[config.mk]
export PLATFORM = sky130hd
export DESIGN_NAME = clb4_seq_adder
export DESIGN_NICKNAME = d
export VERILOG_FILES = /design/src/rtl/clb4_seq_adder.sv
export SDC_FILE = /design/constraint.sdc
export NUM_CORES = 1
export LEC_CHECK = 0
export ABC_AREA = 1
export CAP_MARGIN = 5
export CORE_ASPECT_RATIO = 1.2
export CORE_MARGIN = 1
export CORE_UTILIZATION = 40
export DETAILED_ROUTE_END_ITERATION = 8
export SLEW_MARGIN = 20
export SYNTH_ARGS = -nofsm -noshare
export SYNTH_HDL_FRONTEND = slang
export SYNTH_SLANG_ARGS = --single-unit
[constraint.sdc]
create_clock -name clk -period 5.9 [get_ports clk]
set_clock_uncertainty 0.1 [all_clocks]
set_input_delay 1.18 -clock clk [delete_from_list [all_inputs] [get_ports clk]]
set_output_delay 1.18 -clock clk [all_outputs]
set_load 0.02 [all_outputs]
[src/rtl/clb4_seq_adder.sv]
// ============================================================================
// clb4_seq_adder
// ----------------------------------------------------------------------------
// Multi-cycle WIDTH-bit adder built around a single 4-bit carry-lookahead
// slice (clb4). One nibble is processed per clock, LSB nibble first, with the
// nibble carry held in a register between cycles. This is the low-area
// companion to the combinational cla32 path. Use it in blocks that can wait
// NIB cycles for a result.
//
// Handshake: start / busy / done.
//   - start is sampled only in IDLE or DONE. The accepting edge captures
//     a, b and ci, so these inputs may change freely after that edge.
//   - busy is high for exactly NIB cycles while the nibbles are processed.
//   - done is a one-cycle pulse. On that cycle s/co first become valid.
//   - s/co hold their values until the first nibble write of the next
//     operation.
//   - A start during the DONE cycle is accepted directly, so back-to-back
//     operations have no idle bubble.
//
// Parameters:
//   WIDTH    operand width in bits. It must be a multiple of 4 and >= 8.
//            NIB = WIDTH/4.
//
// Ports:
//   clk      in   system clock, rising edge
//   reset_n  in   asynchronous active-low reset
//   start    in   request an addition
//   a, b     in   WIDTH-bit operands
//   ci       in   carry-in
//   busy     out  high while nibbles are being processed
//   done     out  one-cycle pulse when s/co become valid
//   s        out  registered WIDTH-bit sum
//   co       out  registered carry-out of the MSB nibble
//
// Optional feature (macro CLB4_SEQ_SUB_EN):
//   sub      in   captured with the operands. When 1, the adder computes
//                 a - b as a + ~b + 1. In that mode co=1 means no borrow.
//   ovf      out  registered signed overflow of the MSB nibble. It is the
//                 carry into the MSB XOR the carry out of the MSB.
// ============================================================================
module clb4_seq_adder #(
    parameter int WIDTH = 32
) (
    input  logic             clk,
    input  logic             reset_n,
    input  logic             start,
    input  logic [WIDTH-1:0] a,
    input  logic [WIDTH-1:0] b,
    input  logic             ci,
`ifdef CLB4_SEQ_SUB_EN
    input  logic             sub,
    output logic             ovf,
`endif
    output logic             busy,
    output logic             done,
    output logic [WIDTH-1:0] s,
    output logic             co
);

    localparam int NIB   = WIDTH / 4;
    localparam int CNT_W = $clog2(NIB);
    localparam logic [CNT_W-1:0] LAST_NIB = CNT_W'(NIB - 1);

    typedef enum logic [1:0] {
        ST_IDLE = 2'd0,
        ST_BUSY = 2'd1,
        ST_DONE = 2'd2
    } state_e;

    // Result of one pass through the 4-bit lookahead slice.
    typedef struct packed {
        logic       co;   // carry out of bit 3
        logic [3:1] c;    // internal carries into bits 1..3
        logic [3:0] sum;
    } slice_t;

    // ------------------------------------------------------------------------
    // clb4: 4-bit carry-lookahead slice. All carries come straight from
    // generate/propagate terms, so none of them ripples through the others.
    // ------------------------------------------------------------------------
    function automatic slice_t clb4(
        input logic [3:0] x,
        input logic [3:0] y,
        input logic       cin
    );
        logic [3:0] p;
        logic [3:0] g;
        slice_t     r;
        p = x ^ y;
        g = x & y;
        r.c[1] = g[0]
               | (p[0] & cin);
        r.c[2] = g[1]
               | (p[1] & g[0])
               | (p[1] & p[0] & cin);
        r.c[3] = g[2]
               | (p[2] & g[1])
               | (p[2] & p[1] & g[0])
               | (p[2] & p[1] & p[0] & cin);
        r.co   = g[3]
               | (p[3] & g[2])
               | (p[3] & p[2] & g[1])
               | (p[3] & p[2] & p[1] & g[0])
               | (p[3] & p[2] & p[1] & p[0] & cin);
        r.sum  = p ^ {r.c[3], r.c[2], r.c[1], cin};
        return r;
    endfunction

    // ------------------------------------------------------------------------
    // State and datapath registers
    // ------------------------------------------------------------------------
    state_e           state_q;
    logic             busy_q;
    logic             done_q;
    logic [WIDTH-1:0] s_q;
    logic             co_q;
    logic [CNT_W-1:0] cnt_q;
    logic             carry_q;
    logic [WIDTH-1:0] a_q;
    logic [WIDTH-1:0] b_q;     // already inverted when subtracting
`ifdef CLB4_SEQ_SUB_EN
    logic             ovf_q;
`endif

    // ------------------------------------------------------------------------
    // Operand capture values.
    // For subtraction, B is inverted and the initial carry is forced to 1
    // here. The slice therefore only ever adds.
    // ------------------------------------------------------------------------
    logic [WIDTH-1:0] b_d;
    logic             carry_init_d;
`ifdef CLB4_SEQ_SUB_EN
    assign b_d          = sub ? ~b : b;
    assign carry_init_d = sub | ci;
`else
    assign b_d          = b;
    assign carry_init_d = ci;
`endif

    // A new operation can start only from IDLE or DONE. A start during BUSY
    // is ignored.
    logic accept;
    assign accept = start && (state_q != ST_BUSY);

    // Current nibble: bit offset 4*cnt. The slice sees only that nibble of
    // the captured operands plus the running carry.
    logic [CNT_W+1:0] nib_lsb;
    logic [3:0]       a_nib;
    logic [3:0]       b_nib;
    slice_t           slice_d;

    assign nib_lsb = {cnt_q, 2'b00};
    assign a_nib   = a_q[nib_lsb +: 4];
    assign b_nib   = b_q[nib_lsb +: 4];
    assign slice_d = clb4(a_nib, b_nib, carry_q);

    // ------------------------------------------------------------------------
    // FSM and datapath. busy/done are registered with the state, so they
    // change on the same edge as the state and never glitch.
    // ------------------------------------------------------------------------
    // NOTE: every register here uses non-blocking assignment. Each right-hand
    // side therefore sees the pre-edge value, regardless of statement order.
    always_ff @(posedge clk or negedge reset_n) begin
        if (!reset_n) begin
            state_q <= ST_IDLE;
            busy_q  <= 1'b0;
            done_q  <= 1'b0;
            s_q     <= '0;
            co_q    <= 1'b0;
            cnt_q   <= '0;
            carry_q <= 1'b0;
            a_q     <= '0;
            b_q     <= '0;
`ifdef CLB4_SEQ_SUB_EN
            ovf_q   <= 1'b0;
`endif
        end else begin
            // done is a pulse. Only the last-nibble branch below raises it.
            done_q <= 1'b0;

            if (accept) begin
                // Capture the operands. s/co are left alone; they keep the
                // previous result until nibble 0 of this operation is written.
                a_q     <= a;
                b_q     <= b_d;
                carry_q <= carry_init_d;
                cnt_q   <= '0;
                busy_q  <= 1'b1;
                state_q <= ST_BUSY;
            end else begin
                unique case (state_q)
                    ST_BUSY: begin
                        s_q[nib_lsb +: 4] <= slice_d.sum;
                        carry_q           <= slice_d.co;
                        if (cnt_q == LAST_NIB) begin
                            co_q    <= slice_d.co;
`ifdef CLB4_SEQ_SUB_EN
                            // c[3] is the carry into bit WIDTH-1.
                            ovf_q   <= slice_d.c[3] ^ slice_d.co;
`endif
                            cnt_q   <= '0;
                            busy_q  <= 1'b0;
                            done_q  <= 1'b1;
                            state_q <= ST_DONE;
                        end else begin
                            cnt_q <= cnt_q + CNT_W'(1);
                        end
                    end
                    ST_DONE: begin
                        state_q <= ST_IDLE;
                    end
                    ST_IDLE: begin
                        state_q <= ST_IDLE;
                    end
                    default: begin
                        state_q <= ST_IDLE;
                        busy_q  <= 1'b0;
                    end
                endcase
            end
        end
    end

    // ------------------------------------------------------------------------
    // Outputs
    // ------------------------------------------------------------------------
    assign busy = busy_q;
    assign done = done_q;
    assign s    = s_q;
    assign co   = co_q;
`ifdef CLB4_SEQ_SUB_EN
    assign ovf  = ovf_q;
`endif

endmodule
==> GITHUB_STEP_SUMMARY, run 1 <==
### Metrics collected by this job

| Metric | Value |
|---|---|
| RSZ-0062 raised after global routing | `no` |
| Hold path startpoint | `busy$_DFFE_PN0P_` |
| Main area contributors | `dfrtp_1 52%, mux2_4 11%, nand2_1 6.9%` |
| Post-cts resize count | `0` |
| Status | `finished, final reports clean` |
| Syn nets | `roughly 550` |
| FMAX | `between 300 and 400 MHz` |
| Post-synth seq share | `0.518` |
| Syn Inst Count | `about 470` |
| H-tree depth | `3` |
| Maximum fanout along the worst path | `39` |
| Crit path top cell by count | `nand2_1` |
| Placement Setup Slack | `around 2.8 ns` |
| # port buffers | `around 100` |
| Grt met1 use | `0.248` |
| HPWL after DPL | `7.86 mm` |
| Avg Vias per Cell | `a little over 5` |
| Worst Setup Start Kind | `register` |
| Pre-Repair DR Iteration Count | `4` |
| FP Util | `0.415` |
| Final global-route overflow total | `0` |
| Placer Congestion | `0.781` |
| Worst reg2reg path startpoint | `cnt_q[0]$_DFFE_PN0P_` |
| Final WS setup | `about 3 ns` |
| Cell area after synthesis | `about 5100 sq um` |
| Static Leak | `2.96 nW` |
| Setup tns final | `0 ns` |
| Clock latency on the worst-skew pair | `about 0.34 ns` |
| Commonest Layout Cell | `dfrtp_1` |
| Yosys top cell area share | `0.518` |
| TritonCTS clock tree | `built` |
| Register-to-register setup slack | `2.93 ns` |
| Worst-path cell chain | `buf_4, inv_2, nor2_1, o22ai_1, nand2_1, nand2_1, ha_1, or2_0, nand2_1, nand2_1, nand2_1, nand2_1, nand4_1, nand2_1` |
| Fraction of layout cells with a size suffix above 1 | `0.132` |
| Antenna diodes | `0` |
| DRT iter0 DRCs | `128` |
| Rows | `between 40 and 50` |
| Pin count of the biggest net entering global routing | `roughly 67` |
==> run 1: flip-flops by register name, indices dropped and copies added, names as in the netlist <==
register,cells
cnt_q,3
a_q,32
co,1
b_q,32
carry_q,1
done,1
s,32
state_q,2
busy,1
==> run 1: cells in the mapped netlist (2+ instances only) <==
cell      count
nand4_2       3
dfrtp_1     105
ha_1         12
nand2_1      93
o21ai_1      30
nor3_1        2
a21oi_1       2
buf_2         6
clkbuf_1      6
nand3_1      10
buf_4         2
mux2_1       26
nor2_4        2
o21ai_0      24
buf_6         6
o22ai_1      17
nand4_1      11
nor2_1       40
nand3_2       5
inv_2         9
inv_1        10
mux2_4       38
clkinv_1      3
==> run 1: tightest hold or removal path, delay by kind of cell (launching register included) <==
kind	cells	cell delay, ns
flops	1	0.34
simple gates	2	0.09
==> run 1: report_power, final <==
| part | switching (W) | internal [W] | leakage (nW) | total (W) |
|---|---|---|---|---|
| combinational | 0.00107 | 0.000835 | 1.53 | 0.00191 |
| sequential | 0.000218 | 0.00106 | 1.29 | 0.00128 |
| clock | 0.000242 | 0.000305 | 0.129 | 0.000547 |
| total | 0.00153 | 0.00220 | 2.96 | 0.00373 |
==> run 1: metrics by stage <==
stage               instances  area (sq um)  hold WS [ns]  utilization  power, W
floorplan                 471          5070         0.359            -   0.00263
global placement          716          6180         0.361        0.506   0.00316
detailed placement        716          6180         0.364        0.506   0.00320
CTS                       730          6440         0.379        0.527   0.00376
global route              730          6440         0.399        0.527   0.00402
finish                    730          6440         0.373        0.527   0.00373
==> run 1: final cells by class <==
class / count / area, sq um
sequential: 105 / 2630
clock buffer: 14 / 264
tap: 161 / 201
inverter: 22 / 82.6
multi-input combinational: 324 / 2230
timing repair buffer: 104 / 1030
fill: 1125 / 5780
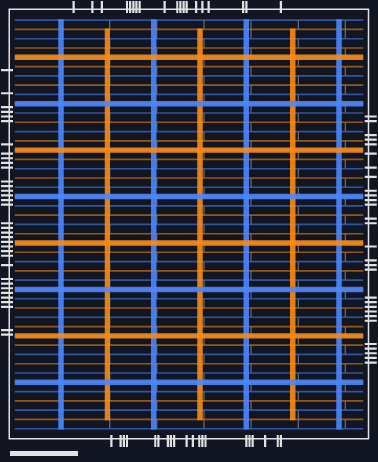
(run_1/power_grid.png)
Scale bar: 20 um. Pins as bars on the die edge. Tap cells in gray.
VDD -> orange
VSS -> blue
met5 straps = 8
rows = 44
met4 straps = 7
signal pins = 103

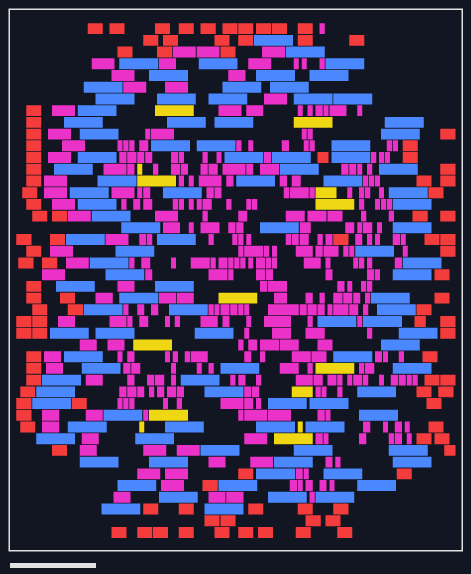
(run_1/placement_by_type.png)
Scale bar: 20 um.
clock drivers and dummy loads -> yellow  # cells 14, share of their area 4.2%
combinational and other logic -> magenta  # cells 346, share of their area 37%
sequential cells -> blue  # cells 105, share of their area 42%
remaining buffers and delay cells -> red  # cells 104, share of their area 17%

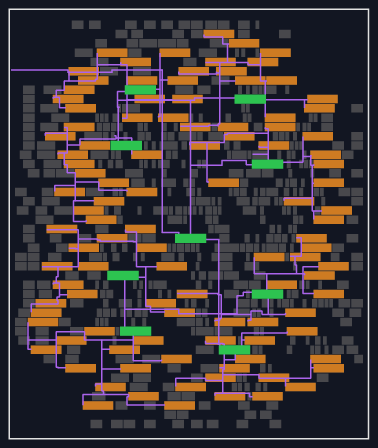
(run_1/clk_routes.png)
clock drivers -> green  # count 9
clock wires -> purple  # length 1230 um
flip-flops -> orange  # count 105
flops lie = widely spread
routed clock nets = 10

==> inputs of run 2 (changes only) <==
Clock period 5.9 ns to 3 ns, I/O delays scaled along.
==> run 2 against run 1 <==
Critical path depth did not move. Via count rose by 0.98%. Worst hold slack got worse by 0.24 ns. First-iteration DRC count rose by 48%. Synthesized cell count did not move. Die area did not move. Fmax rose by 19%. Total power rose by 110%.
==> GITHUB_STEP_SUMMARY, run 2 <==
### Metrics collected by this job

| Metric | Value |
|---|---|
| Status | `finished, final reports clean` |
| Setup tns final | `0 ns (unchanged)` |
| FP Util | `0.415 (unchanged)` |
| Most frequent cell after synthesis | `dfrtp_1` |
| RSZ-0062 raised after global routing | `no` |
| Maximum fanout along the worst path | `31 (-21%)` |
| Well Taps | `161 (unchanged)` |
| Fraction of layout cells with a size suffix above 1 | `0.148 (+0.0158)` |
| Avg Vias per Cell | `5.04 (about the same)` |
| Final global-route overflow total | `0 (unchanged)` |
| Comb group | `0.00390 W (+100%)` |
| Syn nets | `552 (unchanged)` |
| Yosys top cell area share | `0.518 (unchanged)` |
| Mi-comb count | `324 (unchanged)` |
| Flop count | `105 (unchanged)` |
| Non-clk bufs | `109 (+4.8%)` |
| Register share of total power | `0.326 (-0.016)` |
| Final core occ | `0.539 (+0.0116)` |
| Antenna diodes | `0 (unchanged)` |
| Commonest Layout Cell | `dfrtp_1` |
| Logic area | `2230 sq um (unchanged)` |
| Combinational power share | `0.508 (-0.003)` |
| Pre-Repair DR Iteration Count | `4 (unchanged)` |
| Worst reg2reg path startpoint | `cnt_q[0]$_DFFE_PN0P_` |
| Syn Inst Count | `471 (unchanged)` |
| # port buffers | `102 (unchanged)` |
| Clock latency on the worst-skew pair | `0.35 ns (about the same)` |
| Comb area share | `0.339 (-0.00744)` |
| Layout non-clock buf frac | `0.168 (+0.00796)` |
| P_int | `0.00454 W (+110%)` |
| H-tree depth | `3 (unchanged)` |
| Sequential portion of the cell area | `0.399 (-0.00876)` |
| Crit path top cell by count | `nand2_1` |
| Clkbuf count | `11 (-3)` |
| HPWL after DPL | `8.40 mm (+6.9%)` |
| TritonCTS clock tree | `built` |
| Worst Setup Start Kind | `register` |
| Worst-path cell chain | `inv_2, buf_12, nor2_1, o22ai_1, nand2_1, nand2_1, ha_1, or2_0, nand2_1, nand2_1, nand2_1, nand2_1, nand4_1, nand2_1` |
| Non-CTS inverters | `22 (unchanged)` |
-- run 2: worst max path at each step --
stage	slack [ns]	cells past startpoint	start	end
finish	0.49	14	cnt_q[0]$_DFFE_PN0P_	s[3]$_DFFE_PN0P_
global route	0.25	14	cnt_q[1]$_DFFE_PN0P_	s[3]$_DFFE_PN0P_
CTS	0.48	11	cnt_q[0]$_DFFE_PN0P_	s[24]$_DFFE_PN0P_
detailed placement	0.50	11	cnt_q[0]$_DFFE_PN0P_	s[24]$_DFFE_PN0P_
global placement	0.57	11	cnt_q[0]$_DFFE_PN0P_	s[8]$_DFFE_PN0P_
floorplan	0.63	13	cnt_q[0]$_DFFE_PN0P_	s[8]$_DFFE_PN0P_
-- run 2: cell families (layout without fill, tap and decap cells) --
kind of cell	Yosys count	count (layout)	synth area share
adder cells (fa/ha/maj)	13	13	0.0335
multiplexers	64	64	0.170
flip-flops	105	105	0.518
AND-OR/OR-AND	74	74	0.0777
XOR/XNOR	1	1	0.00173
AND/OR/NAND/NOR	172	172	0.156
buffers and inverters	42	147	0.0429
-- run 2: stage by stage --
step	instance area, sq um	hold WS [ns]	std cells	power (W)	worst slack (ns)
2_1_floorplan	5070	0.204	471	0.00517	0.632
3_3_place_gp	6250	0.371	721	0.00631	0.567
3_5_place_dp	6250	0.374	721	0.00644	0.503
4_1_cts	6580	0.163	737	0.00775	0.483
5_1_grt	6580	0.187	737	0.00830	0.253
6_report	6580	0.137	737	0.00769	0.495
-- run 2: layer usage --
metal | global-route usage | vias up
met1 | 0.239 | 1798
met2 | 0.318 | 99
met4 | 0.0646 | 0
met3 | 0.0375 | 15
met5 | 0 | -
li1 | - | 1800
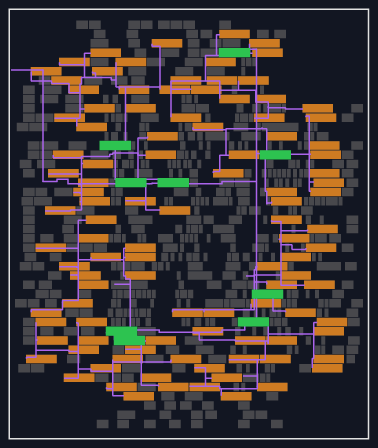
(run_2/clk_routes.png)
clock drivers -> green  # count 9
flip-flops -> orange  # count 105
clock wires -> purple  # length 1190 um
routed clock nets = 10
flops lie = widely spread

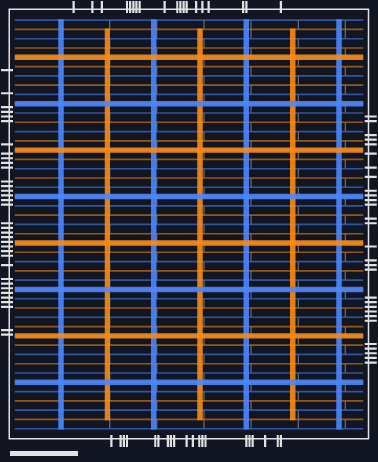
(run_2/power_grid.png)
Scale bar: 20 um. Pins as bars on the die edge. Tap cells in gray.
die height: 125 um
Max VDD drop: 496 uV
core area: 12200 sq um

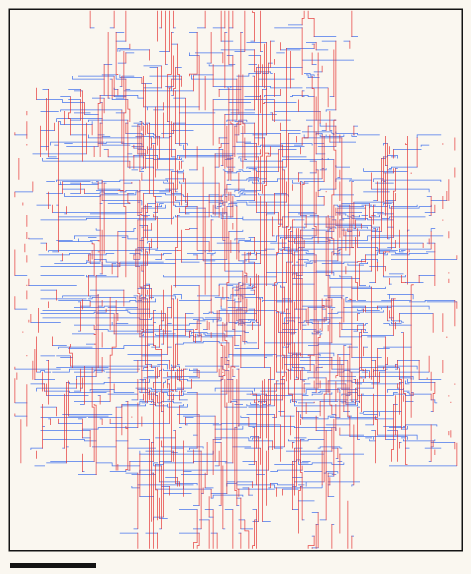
(run_2/wires.png)
Scale bar: 20 um. Two of the layers only.
metal 2 -> red  # wire length 5660 um
metal 1 -> blue  # wire length 5190 um

==> inputs of run 3 (changes only) <==
Settings changed: PLACE_DENSITY from default to 0.67.
Clock period 3 ns to 2.15 ns, I/O delays scaled along.
==> run 3 against run 2 <==
The run now ends with setup timing left. Area after synthesis is the same. Global-route usage increased by 0.098 points. Worst setup slack lost 0.66 ns. Count of clock-buffer cells in the layout increased by 1. Critical path type unchanged. Largest cell class unchanged.
==> GITHUB_STEP_SUMMARY, run 3 <==
### Metrics collected by this job

| Metric | Value |
|---|---|
| Status | `finished with violations` |
| Violated checks | `setup timing` |
| Most frequent cell after synthesis | `dfrtp_1` |
| Worst-path cell chain | `buf_12, o21ai_2, o22ai_1, nand2_1, nand2_1, ha_1, or2_0, nand2_1, nand3_1, nand2_4, nand2_1, o21ai_1` |
| Gr busiest metal | `met2` |
| Syn Inst Count | `471 (unchanged)` |
| Vias in the first global route | `3936` |
| Met3 Usage GRT | `0.0255 (-0.0120)` |
| Pre-Repair DR Iteration Count | `4 (unchanged)` |
| Commonest Layout Cell | `dfrtp_1` |
| Crit path top cell by count | `nand2_1` |
| Avg Vias per Cell | `5.12 (+1.7%)` |
| Overall power | `0.0124 W (+61%)` |
| Met2 usage | `0.317 (-0.000779)` |
| Final Cell Area | `6990 sq um (+6.1%)` |
| RSZ-0062 raised after global routing | `yes` |
| Layout area overhead | `37.7%` |
| Syn nets | `552 (unchanged)` |
| Main area contributors | `dfrtp_1 52%, mux2_4 11%, nand2_1 6.9%` |
| Max VDD drop | `956 uV (+93%)` |
| Placed insts | `743 (+3.1%)` |
| P_sw | `about 0.0050 W` |
| Combinational power share | `0.569 (+0.061)` |
| Final WS setup | `-0.166 ns (-0.660 ns)` |
| FP Util | `0.415 (unchanged)` |
| Fraction of layout cells with a size suffix above 1 | `0.235 (+0.0870)` |
| Worst Setup Start Kind | `register` |
| Most instantiated cells after synthesis | `105 x dfrtp_1, 93 x nand2_1, 40 x nor2_1` |
| H-tree depth | `3 (unchanged)` |
| Final Setup Violations | `30` |
| TritonCTS clock tree | `built` |
| Die height | `125 um (unchanged)` |
| Register share of total power | `0.284 (-0.042)` |
| Cell area after synthesis | `between 5000 and 6000 sq um` |
| Comb group | `0.00704 W (+81%)` |
| Placed inst area | `6480 sq um (+3.6%)` |
| Fin crit period | `2.32 ns` |
| Grt met1 use | `0.244 (+0.00514)` |
| Synthesized area per cell | `around 11 sq um` |
| WP buf/inv | `1` |
| Clock latency on the worst-skew pair | `0.35 ns (about the same)` |
| Maximum fanout along the worst path | `21 (-32%)` |
| Antenna diodes | `0 (unchanged)` |
| Final core occ | `0.572 (+0.0329)` |
| CTS clk-pin slew, worst paths | `0.07 ns` |
| FMAX | `between 400 and 500 MHz` |
| Worst Path Arrival | `2.48 ns` |
| # port buffers | `102 (unchanged)` |
| Post-synth seq share | `0.518` |
| HPWL after DPL | `8.35 mm (-0.69%)` |
| Post-synth top area cell | `dfrtp_1` |
| Yosys top cell area share | `0.518 (unchanged)` |
| Placement Setup Slack | `-0.232 ns (-0.734 ns)` |
| Fin Hold WS | `0.0149 ns (-0.122 ns)` |
| Core area | `12200 sq um (unchanged)` |
| Setup tns final | `-3.09 ns (-3.09 ns)` |
| Required @ worst endpoint | `2.32 ns` |
| P_int | `0.00737 W (+62%)` |
| Final global-route overflow total | `0 (unchanged)` |
| DRC violations left | `0` |
-- run 3: cell counts after synthesis --
No cell type changed its count.
-- run 3: routing by layer --
metal,share of wire,up-vias
li1,-,1852
met1,0.44,1910
met2,0.50,117
met3,0.039,23
met4,0.024,0
met5,0,-
-- run 3: final cells by class --
type,count,area (sq um),area share
Tap cell,161,201,0.0288
Multi-Input combinational cell,324,2380,0.341
Inverter,22,95.1,0.0136
Clock buffer,12,267,0.0382
Timing Repair Buffer,134,1340,0.191
Clock inverter,4,73.8,0.0106
Sequential cell,105,2630,0.376
-- run 3: kinds of logic after synthesis --
group                    Yosys count  synth area share
buffers and inverters             42            0.0429
AND-OR/OR-AND                     74            0.0777
XOR/XNOR                           1           0.00173
multiplexers                      64             0.170
flip-flops                       105             0.518
AND/OR/NAND/NOR                  172             0.156
adder cells (fa/ha/maj)           13            0.0335
-- run 3: what timing repair did --
| item | CTS | global route |
|---|---|---|
| pin swaps | 5 | 9 |
| setup buffers | 2 | 1 |
| endpoints found under the setup margin | 34 | 34 |
| gates resized | 13 | 31 |
-- run 3: final timing paths --
kind | end | slack (ns) | start | cells after the start
worst max-delay path | s[19]$_DFFE_PN0P_ | -0.17 | cnt_q[0]$_DFFE_PN0P_ | 12
worst min-delay path | s[29]$_DFFE_PN0P_ | 0.01 | reset_n | 2
worst max register to register | s[19]$_DFFE_PN0P_ | -0.17 | cnt_q[0]$_DFFE_PN0P_ | 12
worst min register to register | busy$_DFFE_PN0P_ | 0.38 | busy$_DFFE_PN0P_ | 2
max in group asynchronous | cnt_q[0]$_DFFE_PN0P_ | 1.44 | reset_n | 2
min in group clk | busy$_DFFE_PN0P_ | 0.38 | busy$_DFFE_PN0P_ | 2
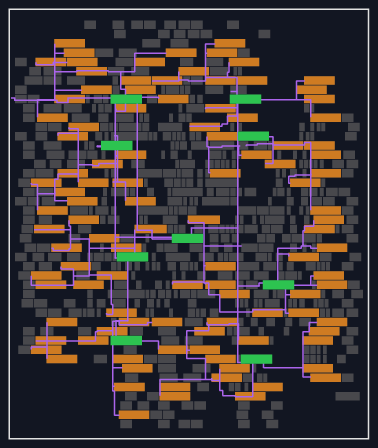
(run_3/clk_routes.png)
flip-flops -> orange  # count 105
clock wires -> purple  # length 1220 um
clock drivers -> green  # count 9
flops lie = widely spread
routed clock nets = 10

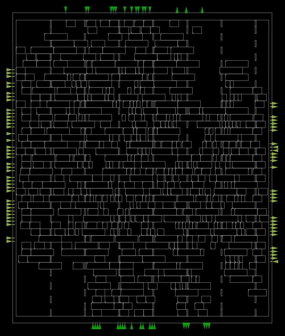
(run_3/placement.png)
flop count: 105
FILL cells: 1082
non-filler cells, final: 762
Well Taps: 161

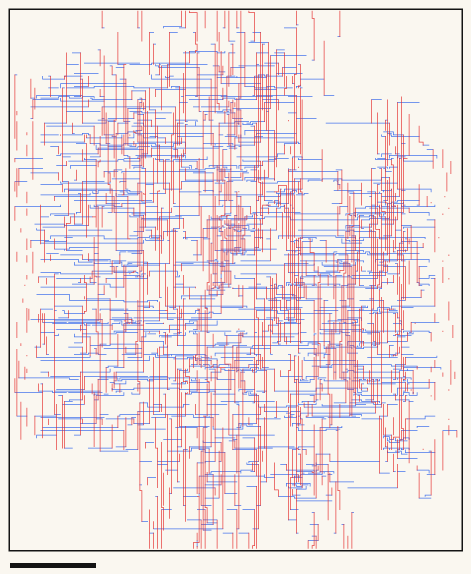
(run_3/wires.png)
Scale bar: 20 um. Two of the layers only.
metal 2 -> red  # wire length 5900 um
metal 1 -> blue  # wire length 5130 um

Power and IR drop assume default switching activity.
